### src/rtl/serde_rtl_pkg.sv
// Shared types and byte constants for the serde JSON5 scanner.
// Comment-stripping states exist only when SERDE_JSON5_COMMENT_EN is defined.
package serde_rtl_pkg;

   typedef enum logic [3:0] {
      EV_OPEN_MAP  = 4'd0,
      EV_CLOSE_MAP = 4'd1,
      EV_OPEN_SEQ  = 4'd2,
      EV_CLOSE_SEQ = 4'd3,
      EV_KEY_SEP   = 4'd4,
      EV_ITEM_SEP  = 4'd5,
      EV_STR_START = 4'd6,
      EV_STR_END   = 4'd7,
      EV_DATA      = 4'd8,
      EV_END       = 4'd9
   } ev_kind_e;

   typedef enum logic [2:0] {
      ERR_NONE         = 3'd0,
      ERR_OVERFLOW     = 3'd1,
      ERR_UNDERFLOW    = 3'd2,
      ERR_MISMATCH     = 3'd3,
      ERR_BAD_COMMENT  = 3'd4,
      ERR_UNTERMINATED = 3'd5
   } err_e;

   typedef enum logic [3:0] {
      ST_NORMAL   = 4'd0,
      ST_STR      = 4'd1,
      ST_STR_ESC  = 4'd2,
      ST_END      = 4'd3,
      ST_ERROR    = 4'd4
`ifdef SERDE_JSON5_COMMENT_EN
      ,
      ST_SLASH    = 4'd5,
      ST_LINE_CMT = 4'd6,
      ST_BLK_CMT  = 4'd7,
      ST_BLK_STAR = 4'd8
`endif
   } scan_state_e;

   localparam logic KIND_MAP = 1'b1;
   localparam logic KIND_SEQ = 1'b0;

   localparam logic [7:0] CH_LBRACE = 8'h7B;
   localparam logic [7:0] CH_RBRACE = 8'h7D;
   localparam logic [7:0] CH_LBRACK = 8'h5B;
   localparam logic [7:0] CH_RBRACK = 8'h5D;
   localparam logic [7:0] CH_COLON  = 8'h3A;
   localparam logic [7:0] CH_COMMA  = 8'h2C;
   localparam logic [7:0] CH_DQUOTE = 8'h22;
   localparam logic [7:0] CH_SQUOTE = 8'h27;
   localparam logic [7:0] CH_BSLASH = 8'h5C;
   localparam logic [7:0] CH_SLASH  = 8'h2F;
   localparam logic [7:0] CH_STAR   = 8'h2A;
   localparam logic [7:0] CH_SP     = 8'h20;
   localparam logic [7:0] CH_TAB    = 8'h09;
   localparam logic [7:0] CH_CR     = 8'h0D;
   localparam logic [7:0] CH_LF     = 8'h0A;

endpackage

### src/rtl/serde_nest_stack.sv
// One-bit-per-level container stack (1=map, 0=seq) with a depth counter.
module serde_nest_stack
   import serde_rtl_pkg::*;
#(
   parameter int MAX_DEPTH = 16,
   localparam int DW = $clog2(MAX_DEPTH + 1)
) (
   input  logic          clk,
   input  logic          rst,
   input  logic          push,
   input  logic          pop,
   input  logic          kind_in,
   input  logic          clear,
   output logic          top_kind,
   output logic [DW-1:0] depth,
   output logic          full,
   output logic          empty
);

   logic [MAX_DEPTH-1:0] stack_q, stack_d;
   logic [DW-1:0]        depth_q, depth_d;

   assign depth = depth_q;
   assign full  = (depth_q == DW'(MAX_DEPTH));
   assign empty = (depth_q == '0);

   always_comb begin
      stack_d  = stack_q;
      depth_d  = depth_q;
      top_kind = KIND_SEQ;
      for (int i = 0; i < MAX_DEPTH; i++) begin
         if (DW'(i + 1) == depth_q) top_kind = stack_q[i];
      end
      if (clear) begin
         stack_d = '0;
         depth_d = '0;
      end else if (push && !full) begin
         for (int i = 0; i < MAX_DEPTH; i++) begin
            if (DW'(i) == depth_q) stack_d[i] = kind_in;
         end
         depth_d = depth_q + DW'(1);
      end else if (pop && !empty) begin
         depth_d = depth_q - DW'(1);
      end
   end

   always_ff @(posedge clk) begin
      if (rst) begin
         stack_q <= '0;
         depth_q <= '0;
      end else begin
         stack_q <= stack_d;
         depth_q <= depth_d;
      end
   end

   a_no_push_pop: assert property (@(posedge clk) disable iff (rst) !(push && pop));

endmodule

### src/rtl/serde_json5_scanner.sv
// Streaming JSON5 structural scanner: one byte in, at most one event out per cycle.
// Define SERDE_JSON5_COMMENT_EN to strip // and /* */ comments.
//
// state       | meaning
// ST_NORMAL   | between tokens, structural bytes decoded
// ST_STR      | inside a string opened by quote_q
// ST_STR_ESC  | byte after a backslash inside a string
// ST_SLASH    | saw '/', waiting for '/' or '*'
// ST_LINE_CMT | line comment, runs until LF
// ST_BLK_CMT  | block comment body
// ST_BLK_STAR | block comment, last byte was '*'
// ST_END      | document done, EV_END waiting for the output register
// ST_ERROR    | sticky error, input sunk until rst
module serde_json5_scanner
   import serde_rtl_pkg::*;
#(
   parameter int MAX_DEPTH = 16,
   localparam int DW = $clog2(MAX_DEPTH + 1)
) (
   input  logic          clk,
   input  logic          rst,
   input  logic          in_valid,
   output logic          in_ready,
   input  logic [7:0]    in_data,
   input  logic          in_last,
   output logic          ev_valid,
   input  logic          ev_ready,
   output logic [3:0]    ev_kind,
   output logic [7:0]    ev_data,
   output logic [DW-1:0] ev_depth,
   output logic          err,
   output logic [2:0]    err_code
);

   scan_state_e   state_q, state_d;
   logic [7:0]    quote_q, quote_d;
   logic          ev_valid_q, ev_valid_d;
   ev_kind_e      ev_kind_q, ev_kind_d;
   logic [7:0]    ev_data_q, ev_data_d;
   logic [DW-1:0] ev_depth_q, ev_depth_d;
   logic          err_q, err_d;
   err_e          err_code_q, err_code_d;

   logic          stk_push, stk_pop, stk_kind, stk_clear, stk_top, stk_full, stk_empty;
   logic [DW-1:0] depth, depth_next;

   logic          out_free, xfer, emit, unterm;
   ev_kind_e      ekind;
   logic [DW-1:0] edepth;
   scan_state_e   nstate;
   err_e          berr;

   serde_nest_stack #(.MAX_DEPTH(MAX_DEPTH)) u_stack (
      .clk      (clk),
      .rst      (rst),
      .push     (stk_push),
      .pop      (stk_pop),
      .kind_in  (stk_kind),
      .clear    (stk_clear),
      .top_kind (stk_top),
      .depth    (depth),
      .full     (stk_full),
      .empty    (stk_empty)
   );

   assign out_free = !ev_valid_q || ev_ready;
   assign in_ready = !rst && (state_q == ST_ERROR || (state_q != ST_END && out_free));
   assign xfer     = in_valid && in_ready;

   always_comb begin
      state_d    = state_q;
      quote_d    = quote_q;
      ev_valid_d = ev_valid_q && !ev_ready;
      ev_kind_d  = ev_kind_q;
      ev_data_d  = ev_data_q;
      ev_depth_d = ev_depth_q;
      err_d      = err_q;
      err_code_d = err_code_q;
      stk_push   = 1'b0;
      stk_pop    = 1'b0;
      stk_kind   = KIND_SEQ;
      stk_clear  = 1'b0;
      emit       = 1'b0;
      ekind      = EV_DATA;
      edepth     = depth;
      nstate     = state_q;
      berr       = ERR_NONE;
      depth_next = depth;
      unterm     = 1'b0;

      if (state_q == ST_END) begin
         if (out_free) begin
            ev_valid_d = 1'b1;
            ev_kind_d  = EV_END;
            ev_data_d  = 8'h00;
            ev_depth_d = '0;
            stk_clear  = 1'b1;
            state_d    = ST_NORMAL;
         end
      end else if (state_q != ST_ERROR && xfer) begin
         case (state_q)
            ST_NORMAL: begin
               case (in_data)
                  CH_LBRACE, CH_LBRACK: begin
                     if (stk_full) begin
                        berr = ERR_OVERFLOW;
                     end else begin
                        stk_push = 1'b1;
                        stk_kind = (in_data == CH_LBRACE) ? KIND_MAP : KIND_SEQ;
                        emit     = 1'b1;
                        ekind    = (in_data == CH_LBRACE) ? EV_OPEN_MAP : EV_OPEN_SEQ;
                        edepth   = depth + DW'(1);
                     end
                  end
                  CH_RBRACE, CH_RBRACK: begin
                     if (stk_empty) begin
                        berr = ERR_UNDERFLOW;
                     end else if (stk_top != ((in_data == CH_RBRACE) ? KIND_MAP : KIND_SEQ)) begin
                        berr = ERR_MISMATCH;
                     end else begin
                        stk_pop = 1'b1;
                        emit    = 1'b1;
                        ekind   = (in_data == CH_RBRACE) ? EV_CLOSE_MAP : EV_CLOSE_SEQ;
                     end
                  end
                  CH_COLON: begin
                     emit  = 1'b1;
                     ekind = EV_KEY_SEP;
                  end
                  CH_COMMA: begin
                     emit  = 1'b1;
                     ekind = EV_ITEM_SEP;
                  end
                  CH_DQUOTE, CH_SQUOTE: begin
                     quote_d = in_data;
                     emit    = 1'b1;
                     ekind   = EV_STR_START;
                     nstate  = ST_STR;
                  end
                  CH_SP, CH_TAB, CH_CR, CH_LF: ;
`ifdef SERDE_JSON5_COMMENT_EN
                  CH_SLASH: nstate = ST_SLASH;
`endif
                  default: emit = 1'b1;
               endcase
            end
            ST_STR: begin
               emit = 1'b1;
               if (in_data == quote_q) begin
                  ekind  = EV_STR_END;
                  nstate = ST_NORMAL;
               end else if (in_data == CH_BSLASH) begin
                  nstate = ST_STR_ESC;
               end
            end
            ST_STR_ESC: begin
               emit   = 1'b1;
               nstate = ST_STR;
            end
`ifdef SERDE_JSON5_COMMENT_EN
            ST_SLASH: begin
               if (in_data == CH_SLASH)     nstate = ST_LINE_CMT;
               else if (in_data == CH_STAR) nstate = ST_BLK_CMT;
               else                         berr   = ERR_BAD_COMMENT;
            end
            ST_LINE_CMT: if (in_data == CH_LF) nstate = ST_NORMAL;
            ST_BLK_CMT:  if (in_data == CH_STAR) nstate = ST_BLK_STAR;
            ST_BLK_STAR: begin
               if (in_data == CH_SLASH)      nstate = ST_NORMAL;
               else if (in_data != CH_STAR)  nstate = ST_BLK_CMT;
            end
`endif
            default: ;
         endcase

         if (stk_push)     depth_next = depth + DW'(1);
         else if (stk_pop) depth_next = depth - DW'(1);
         unterm = (depth_next != '0) || nstate == ST_STR || nstate == ST_STR_ESC;
`ifdef SERDE_JSON5_COMMENT_EN
         unterm = unterm || nstate == ST_SLASH || nstate == ST_BLK_CMT || nstate == ST_BLK_STAR;
`endif

         if (berr != ERR_NONE) begin
            state_d    = ST_ERROR;
            err_d      = 1'b1;
            err_code_d = berr;
         end else begin
            if (emit) begin
               ev_valid_d = 1'b1;
               ev_kind_d  = ekind;
               ev_data_d  = in_data;
               ev_depth_d = edepth;
            end
            state_d = nstate;
            // The last byte's own event still goes out before the document verdict.
            if (in_last) begin
               if (unterm) begin
                  state_d    = ST_ERROR;
                  err_d      = 1'b1;
                  err_code_d = ERR_UNTERMINATED;
               end else begin
                  state_d = ST_END;
               end
            end
         end
      end
   end

   always_ff @(posedge clk) begin
      if (rst) begin
         state_q    <= ST_NORMAL;
         quote_q    <= 8'h00;
         ev_valid_q <= 1'b0;
         ev_kind_q  <= EV_OPEN_MAP;
         ev_data_q  <= 8'h00;
         ev_depth_q <= '0;
         err_q      <= 1'b0;
         err_code_q <= ERR_NONE;
      end else begin
         state_q    <= state_d;
         quote_q    <= quote_d;
         ev_valid_q <= ev_valid_d;
         ev_kind_q  <= ev_kind_d;
         ev_data_q  <= ev_data_d;
         ev_depth_q <= ev_depth_d;
         err_q      <= err_d;
         err_code_q <= err_code_d;
      end
   end

   assign ev_valid = ev_valid_q;
   assign ev_kind  = ev_kind_q;
   assign ev_data  = ev_data_q;
   assign ev_depth = ev_depth_q;
   assign err      = err_q;
   assign err_code = err_code_q;

endmodule

### config.mk
export PLATFORM = sky130hd
export DESIGN_NAME = serde_json5_scanner
export DESIGN_NICKNAME = d
export VERILOG_FILES = /design/src/rtl/serde_rtl_pkg.sv /design/src/rtl/serde_nest_stack.sv /design/src/rtl/serde_json5_scanner.sv
export SDC_FILE = /design/constraint.sdc
export NUM_CORES = 1
export LEC_CHECK = 0
export CAP_MARGIN = 25
export CORE_MARGIN = 2
export CORE_UTILIZATION = 45
export CTS_CLUSTER_SIZE = 8
export DETAILED_ROUTE_END_ITERATION = 10
export HOLD_SLACK_MARGIN = 0.06
export PLACE_DENSITY = 0.77
export SLEW_MARGIN = 25
export SYNTH_ARGS = -nofsm -noshare
export SYNTH_HDL_FRONTEND = slang
export SYNTH_SLANG_ARGS = --single-unit
### constraint.sdc
create_clock -name clk -period 6.7 [get_ports clk]
set_clock_uncertainty 0.05 [all_clocks]
set_input_delay 1.34 -clock clk [delete_from_list [all_inputs] [get_ports clk]]
set_output_delay 1.34 -clock clk [all_outputs]
set_load 0.05 [all_outputs]
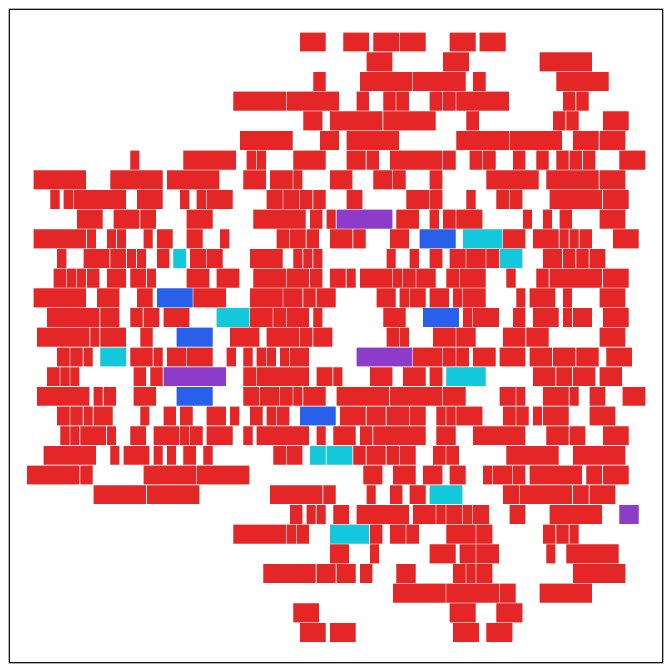
Figure 1: run 1, drive-strength map.
| size | color | cells | share |
|---|---|---|---|
| x2 | cyan | 10 | 2.3% |
| x6 and larger | blue | 6 | 1.4% |
| x3 and x4 | purple | 4 | 0.93% |
| x1 and smaller | red | 410 | 95% |
Final Cell Area: 3792 sq um
setup ws final: 1.889 ns
Signal buffers: 36
Layout area overhead: 13.65%

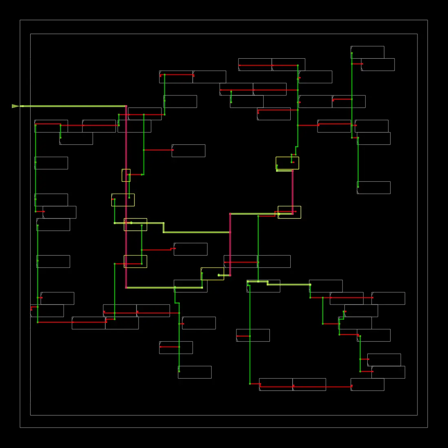
Figure 2: run 1, the clock network.
Clock Sinks: 55
clkbuf count: 6
clk latency late pin: 0.31 ns
total clock network power: 0.000183 W
Num CTS Buffers: 5

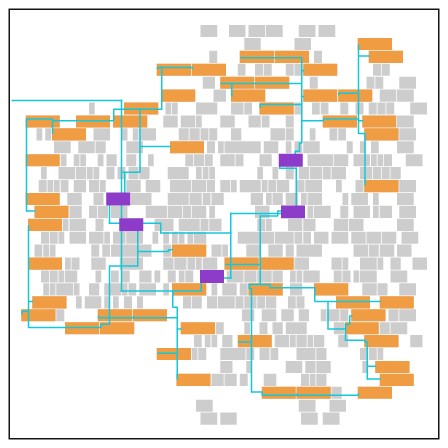
Figure 3: run 1, clock wires, drivers and flops.
[flip-flops] orange | count: 55
[clock-net drivers] purple | count: 5
[clock wires] cyan | length: 645 microns
routed clock nets: 6
flops lie: spread over the die
clock network power share: 28.7%

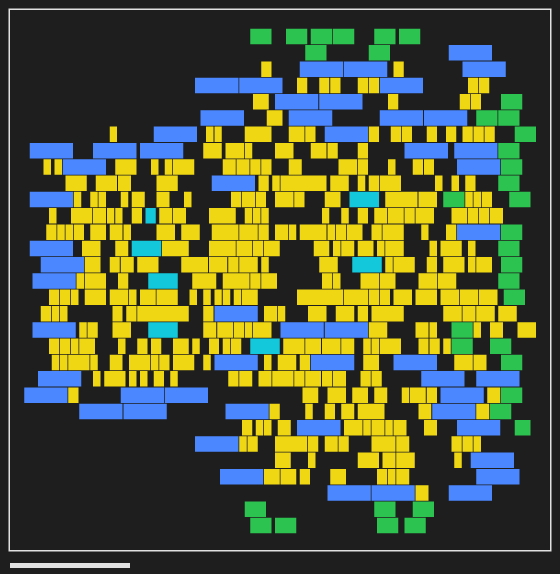
Figure 4: run 1, cells colored by class.
Scale bar: 20 microns.
| class | color | cells | share of their area |
|---|---|---|---|
| remaining buffers and delay cells | green | 36 | 9.8% |
| remaining logic cells | yellow | 332 | 58% |
| registers | blue | 55 | 30% |
| clock drivers and dummy loads | cyan | 7 | 2.4% |
core area: 7214 sq um
num rows: 31

-- run 1: how the worst min path moves through the flow --
stage	from	to	cells past startpoint
6_report	u_stack.stack_q[7]	u_stack.stack_q[7]	2
2_1_floorplan	u_stack.stack_q[7]	u_stack.stack_q[7]	2
4_1_cts	u_stack.stack_q[7]	u_stack.stack_q[7]	2
5_1_grt	u_stack.stack_q[4]	u_stack.stack_q[4]	2
3_3_place_gp	u_stack.stack_q[7]	u_stack.stack_q[7]	2
3_5_place_dp	u_stack.stack_q[7]	u_stack.stack_q[7]	2
-- run 1: layer usage --
layer  global-route usage (%)  part of all wire (%)  vias up
met1                    25.44                    43     1493
met4                    7.949                   2.3        0
met5                        0                     0        -
met3                    4.107                   5.6       19
li1                         -                     -     1558
met2                    35.40                    49      108
-- run 1: where the power goes --
part / switching [W] / internal (W)
Sequential: 0.00000772 / 0.000334
Combinational: 0.0000753 / 0.0000390
Clock: 0.000102 / 0.0000814
Total: 0.000185 / 0.000454
-- run 1: placed cells by master, fill, tap and decap left out, drive strengths merged, types with 7 or more instances in the layout --
master,synthesis,layout
nor4,9,9
nand3b,7,7
o21ai,12,12
dfxtp,55,55
nand3,35,35
nor2,34,34
inv,8,8
xor2,13,13
nand2,43,43
mux2i,12,12
ha,7,7
nor3,7,7
clkdlybuf4s50,0,35
nor2b,7,7
a21oi,38,38
-- run 1: registers in the layout, summed over array words and instances (netlist names) --
register,count
state_q,4
err_code,3
ev_valid,1
u_stack.stack_q,16
ev_kind,4
ev_data,8
quote_q,8
u_stack.depth,5
ev_depth,5
err,1
-- run 1: per-stage QoR --
step,utilization [%],worst slack [ns]
global placement,51.35,1.739
CTS,52.57,1.915
finish,52.57,1.889
global route,52.57,1.660
detailed placement,51.35,1.648
floorplan,-,2.262
==> run summary, run 1 <==
run results: DRC=0, vias in the first global route=2950, nets=450, Final min period=4.812 ns, WL final=8280 microns, Yosys Warn Count=0, DP HPWL=5924 microns, clock slew at the register clock pins of the worst setup and hold paths=0.10 ns, R2R setup slack=1.95 ns, Inverters excl. clock=8, GRT overflow=0, number of cells on the critical path=9, ys cells=416, Comb area share=55.16%, first-pass GRT wire length=13990 microns, xor+xnor area frac=4.724%, Vias/cell=6.008, Final Max Tran Viols=0, Synth Cell Area=3337 sq um, via count=3178, status=finished, final reports clean, Nets at Floorplan=436, most frequent cell after synthesis=dfxtp_1, Die Ht=90.11 microns, Comb gates=324, # Post-CTS Setup Buffers=0, worst setup path end=state_q[0], Synth flops=55, RSZ-0062 raised after global routing=no, Final ANT Viol Nets=0, Tool Warnings=30, GRT Overall Usage=20.63%, Crit Reg-Reg Startpoint=u_stack.depth[0], critical path cell sequence=clkdlybuf4s50_1 -> nand3_1 -> ha_1 -> or4bb_1 -> nor4_4 -> nand2_1 -> a311o_1 -> or2_1 -> a221oi_2, clock tree buffer depth=2, RePlAce Congestion=0.9441, reg2reg end=state_q[0], main flop type=dfxtp_1, antenna violations before repair=0, Post-Layout Cell Count=529, critical path capture point type=flop, cts repair resizes=0, Crit path buffers/inverters=1, sequential cell count=55, Pre-Repair DR Iteration Count=6, Sequential Area=1101 sq um, Yosys top cell by area=dfxtp_1, Post-synth EDFFs=0, hold crit path type=reg2reg, Worst-Margin Slew=1.011 ns, root buf cell=clkbuf_8, fin crit share=71.81%, Fmax=207.8 MHz, critical path type=in2reg, WL/cell=15.65 microns, mux frac, synth=3.600%, Post-Syn Instances=416, Port Buf Inserts=35, Yosys Chip Area=3337 sq um, Worst Hold Margin=0.4049 ns, die width=90.11 microns, Max stage delay on crit path=1.13 ns, Leading cell kind=logic gates, Avg Cell Area, Syn=8.022 sq um, Post-synth area hogs=dfxtp_1, a21oi_1, nand3_1, CP arrival=4.99 ns, critical-path maximum fanout=26, register share after synthesis=33.00%, Post-synth ARST share=0%, Worst EP required=6.88 ns, CTS tree=done, Synth top area share=33.00%, DRT iter0 DRCs=203, total die size=8120 sq um, CP max-delay cell=clkdlybuf4s50_1, Post-CTS Hold Buffers=0, PwrDens=168.5 nW/um^2, MaxCap Viol Count=0, ClkCell Share=2.309%, Ports=36, Basic Gates by Area=32.32%, setup TNS=0 ns, MI comb area=2092 sq um, Tap Count=99, Unique cell types=64, Layout non-clock buf frac=9.436%, Setup Viol. Count Final=0, Max-slew headroom=32.40%, VDD IR max=0.0001186 V, sequential cell area share=29.03%, Setup crit start=in_data[5], H-tree Lvls=2, Layout fillers=687, Leakage=1.361 nW, placed cells=522, pin count of the biggest net entering global routing=35, Init Core Util=46.25%, CP startpoint kind=input port, DP Area=3705 sq um, CP delay by family, top=simple AND/OR/NAND/NOR gates, comb area leader=simple AND/OR/NAND/NOR gates, layout cells sized above 1=4.651%, # diodes=0, Final Hold Violation Tally=0, Synth top cells by count=dfxtp_1, nand2_1, a21oi_1, yosys aoi share=19.42%, adder-cell share of the synthesized area=2.625%, total power=0.0006391 W, Worst Reg-to-Reg Cells=15
==> run 2, diff against run 1 <==
==> constraint.sdc (replaced) <==
create_clock -name clk -period 4.6 [get_ports clk]
set_clock_uncertainty 0.05 [all_clocks]
set_input_delay 0.92 -clock clk [delete_from_list [all_inputs] [get_ports clk]]
set_output_delay 0.92 -clock clk [all_outputs]
set_load 0.05 [all_outputs]
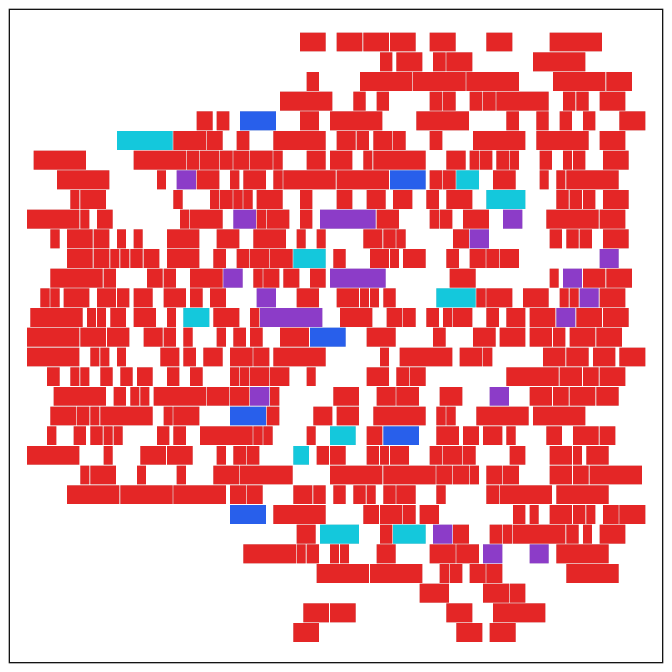
Figure 5: run 2, drive-strength map.
Layout area overhead: 16.84%
Final Cell Area: 3899 sq um
setup ws final: 0.2690 ns
Signal buffers: 49

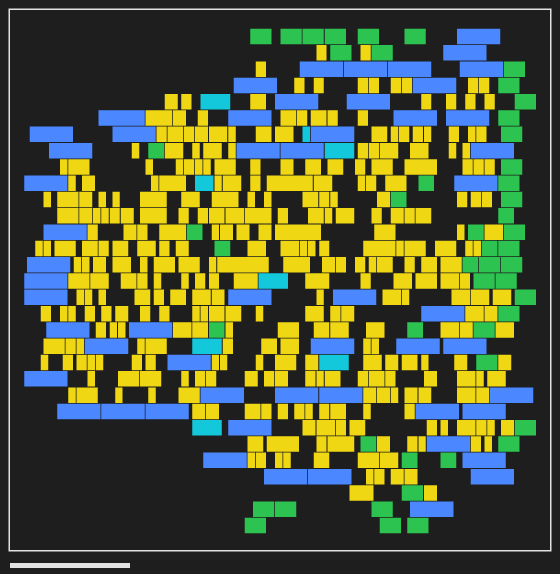
Figure 6: run 2, cells colored by class.
Scale bar: 20 microns.
| class | color | cells | share of their area |
|---|---|---|---|
| clock drivers and dummy loads | cyan | 8 | 2.5% |
| registers | blue | 55 | 29% |
| remaining buffers and delay cells | green | 49 | 12% |
| remaining logic cells | yellow | 332 | 56% |
sequential cell area share: 28.27%
fin util: 54.04%

==> run 2 against run 1 <==
Effect of this change: global-route usage grew 1.5 points; clock power grew 54%; critical path depth grew 6; worst setup slack lost 1.6 ns; count of clock-buffer cells in the layout grew 1; combinational power grew 54%; first-iteration DRC count grew 27%; non-clock buffer count grew 13; design area grew 2.8%; via count shrank 0.53%.
==> run summary, run 2 <==
run results: Pre-Repair DR Iteration Count=5 (was 6), WL final=8726 microns (was 8280 microns), Post-synth area hogs=dfxtp_1, a21oi_1, nand3_1 (unchanged), CP arrival=4.52 ns (was 4.99 ns), GRT busiest layer=met2 (unchanged), H-tree Lvls=2 (unchanged), critical path capture point type=flop (unchanged), met3 Use GR=4.275% (was 4.107%), WL/cell=16.07 microns (was 15.65 microns), CP max-delay cell=or4b_2 (was clkdlybuf4s50_1), Top Layout Cells=dfxtp_1, nand2_1, a21oi_1 (unchanged), core area=7214 sq um (unchanged), CP startpoint kind=flop (was input port), DP HPWL=6360 microns (was 5924 microns), critical path type=reg2reg (was in2reg), critical-path maximum fanout=9 (was 26), Ports=36 (unchanged), yosys aoi share=19.42% (unchanged), status=finished, final reports clean (unchanged), Synth Cell Area=3337 sq um (unchanged), # diodes=0 (unchanged), Yosys top cell by area=dfxtp_1 (unchanged), GRT Overall Usage=22.18% (was 20.63%), CP delay by family, top=simple AND/OR/NAND/NOR gates (unchanged), CTS tree=done (unchanged), Final ANT Viol Nets=0 (unchanged), RSZ-0062 raised after global routing=no (unchanged), mux frac, synth=3.600% (unchanged), Worst-Margin Slew=0.8968 ns (was 1.011 ns), antenna violations before repair=0 (unchanged), VDD IR max=0.0001172 V (was 0.0001186 V), pin count of the biggest net entering global routing=33 (was 35), Post-CTS Hold Buffers=0 (unchanged), Num CTS Buffers=5 (unchanged), dpl ws=0.2196 ns (was 1.648 ns), DRC=0 (unchanged), Synth top area share=33.00% (unchanged), Crit path buffers/inverters=1 (unchanged), hold crit path type=reg2reg (unchanged), RePlAce Congestion=0.9182 (was 0.9441), Nets at Floorplan=436 (unchanged), adder-cell share of the synthesized area=2.625% (unchanged), GRT overflow=0 (unchanged), most frequent cell after synthesis=dfxtp_1 (unchanged), Fmax=230.9 MHz, PwrDens=244.5 nW/um^2 (was 168.5 nW/um^2), max FFs per register=16 (unchanged), Init Core Util=46.25% (unchanged), most instantiated logic cell after routing=dfxtp_1 (unchanged), Final min period=4.331 ns, first-pass GRT wire length=14860 microns (was 13990 microns), Worst EP required=4.79 ns (was 6.88 ns), xor+xnor area frac=4.724% (unchanged), main flop type=dfxtp_1 (unchanged), M2 GR Usage=38.53% (was 35.40%), comb area leader=simple AND/OR/NAND/NOR gates (unchanged), die width=90.11 microns (unchanged), vias in the first global route=2995 (was 2950), Basic Gates by Area=32.32% (unchanged), Die Ht=90.11 microns (unchanged), Port Buf Inserts=35 (unchanged), Max-slew headroom=39.66% (was 32.40%), cts repair resizes=0 (unchanged), Avg Cell Area, Syn=8.022 sq um (unchanged), Post-synth EDFFs=0 (unchanged), Post-Syn Instances=416 (unchanged), # Post-CTS Setup Buffers=0 (unchanged), Vias/cell=5.821 (was 6.008), Top reg by flops=u_stack.stack_q (unchanged), Synth flops=55 (unchanged), Synth top cells by count=dfxtp_1, nand2_1, a21oi_1 (unchanged), DRT iter0 DRCs=258 (was 203), layout cells sized above 1=7.658% (was 4.651%), Unique cell types=64 (unchanged), Yosys Warn Count=0 (unchanged), Final Hold Violation Tally=0 (unchanged), critical path cell sequence=inv_1 -> ha_1 -> or4b_2 -> nand3_1 -> a221oi_1 -> o21ai_0 -> a32o_1 -> a221oi_1 -> ha_1 -> or4bb_1 -> nor4_4 -> nand2_1 -> a311o_1 -> or2_1 -> a221oi_2 (was clkdlybuf4s50_1 -> nand3_1 -> ha_1 -> or4bb_1 -> nor4_4 -> nand2_1 -> a311o_1 -> or2_1 -> a221oi_2), root buf cell=clkbuf_8 (unchanged), clock slew at the register clock pins of the worst setup and hold paths=0.10 ns (about the same), clock tree buffer depth=2 (unchanged), Max stage delay on crit path=0.69 ns (was 1.13 ns), nets=463 (was 450), Setup Viol. Count Final=0 (unchanged), ys cells=416 (unchanged), MaxCap Viol Count=0 (unchanged), Yosys Chip Area=3337 sq um (unchanged), grt met1 use=27.76% (was 25.44%), total die size=8120 sq um (unchanged), via count=3161 (was 3178), setup TNS=0 ns (unchanged), register share after synthesis=33.00% (unchanged), Final Max Tran Viols=0 (unchanged), Clock Sinks=55 (unchanged), Post-synth ARST share=0% (unchanged), Leakage=1.428 nW (was 1.361 nW), Tool Warnings=30 (unchanged), num rows=31 (unchanged), fin crit share=94.15%
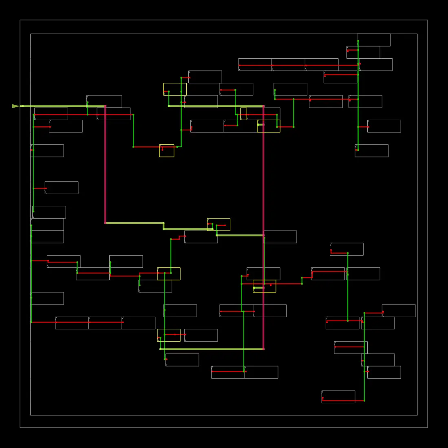
Figure 7: run 2, the clock network.
sequential cell count: 55
total clock network power: 0.000281 W
clkbuf count: 7
clk latency late pin: 0.32 ns

## run 2: stage by stage
stage / std cells / instance area [sq um] / utilization (%) / total power, W / hold WS, ns
3_5_place_dp: 535 / 3802 / 52.71 / 0.0006817 / 0.4078
5_1_grt: 543 / 3899 / 54.04 / 0.0009976 / 0.4404
4_1_cts: 543 / 3897 / 54.02 / 0.0009603 / 0.4211
2_1_floorplan: 416 / 3337 / - / 0.0006248 / 0.3814
3_3_place_gp: 535 / 3802 / 52.71 / 0.0006794 / 0.4021
6_report: 543 / 3899 / 54.04 / 0.0009532 / 0.4182
## run 2: final timing paths
kind / startpoint / endpoint / slack [ns] / cells past startpoint
max: u_stack.depth[0] / state_q[0] / 0.27 / 15
min: ev_data[7] / ev_data[7] / 0.42 / 2
max reg2reg: u_stack.depth[0] / state_q[0] / 0.27 / 15
min reg2reg: ev_data[7] / ev_data[7] / 0.42 / 2
## run 2: area by class of cell
cell class | instances | area, sq um
Clock inverter | 1 | 8.758
Tap cell | 99 | 123.9
Clock buffer | 7 | 86.33
Multi-Input combinational cell | 324 | 2092
Sequential cell | 55 | 1102
Timing Repair Buffer | 49 | 455.4
Fill cell | 709 | 3316
Inverter | 8 | 30.03
## run 2: routing by layer
metal	up-vias	routed length [microns]
li1	1573	-
met1	1479	3740
met2	96	4347
met3	13	512
met4	0	127
met5	-	0
## run 2: tightest hold or removal path, stage by stage, from the launching register on
cell     delay, ns
dfxtp_1       0.32
nand3_1       0.06
a21oi_1       0.05
## run 2: where the power goes
group	total (W)	switching [W]	leakage (nW)	internal [W]
combinational	0.000175	0.000113	0.934	0.0000621
sequential	0.000497	0.0000112	0.445	0.000486
clock	0.000281	0.000157	0.0484	0.000124
total	0.000953	0.000281	1.43	0.000672
Power is estimated from default activity; no workload was simulated.
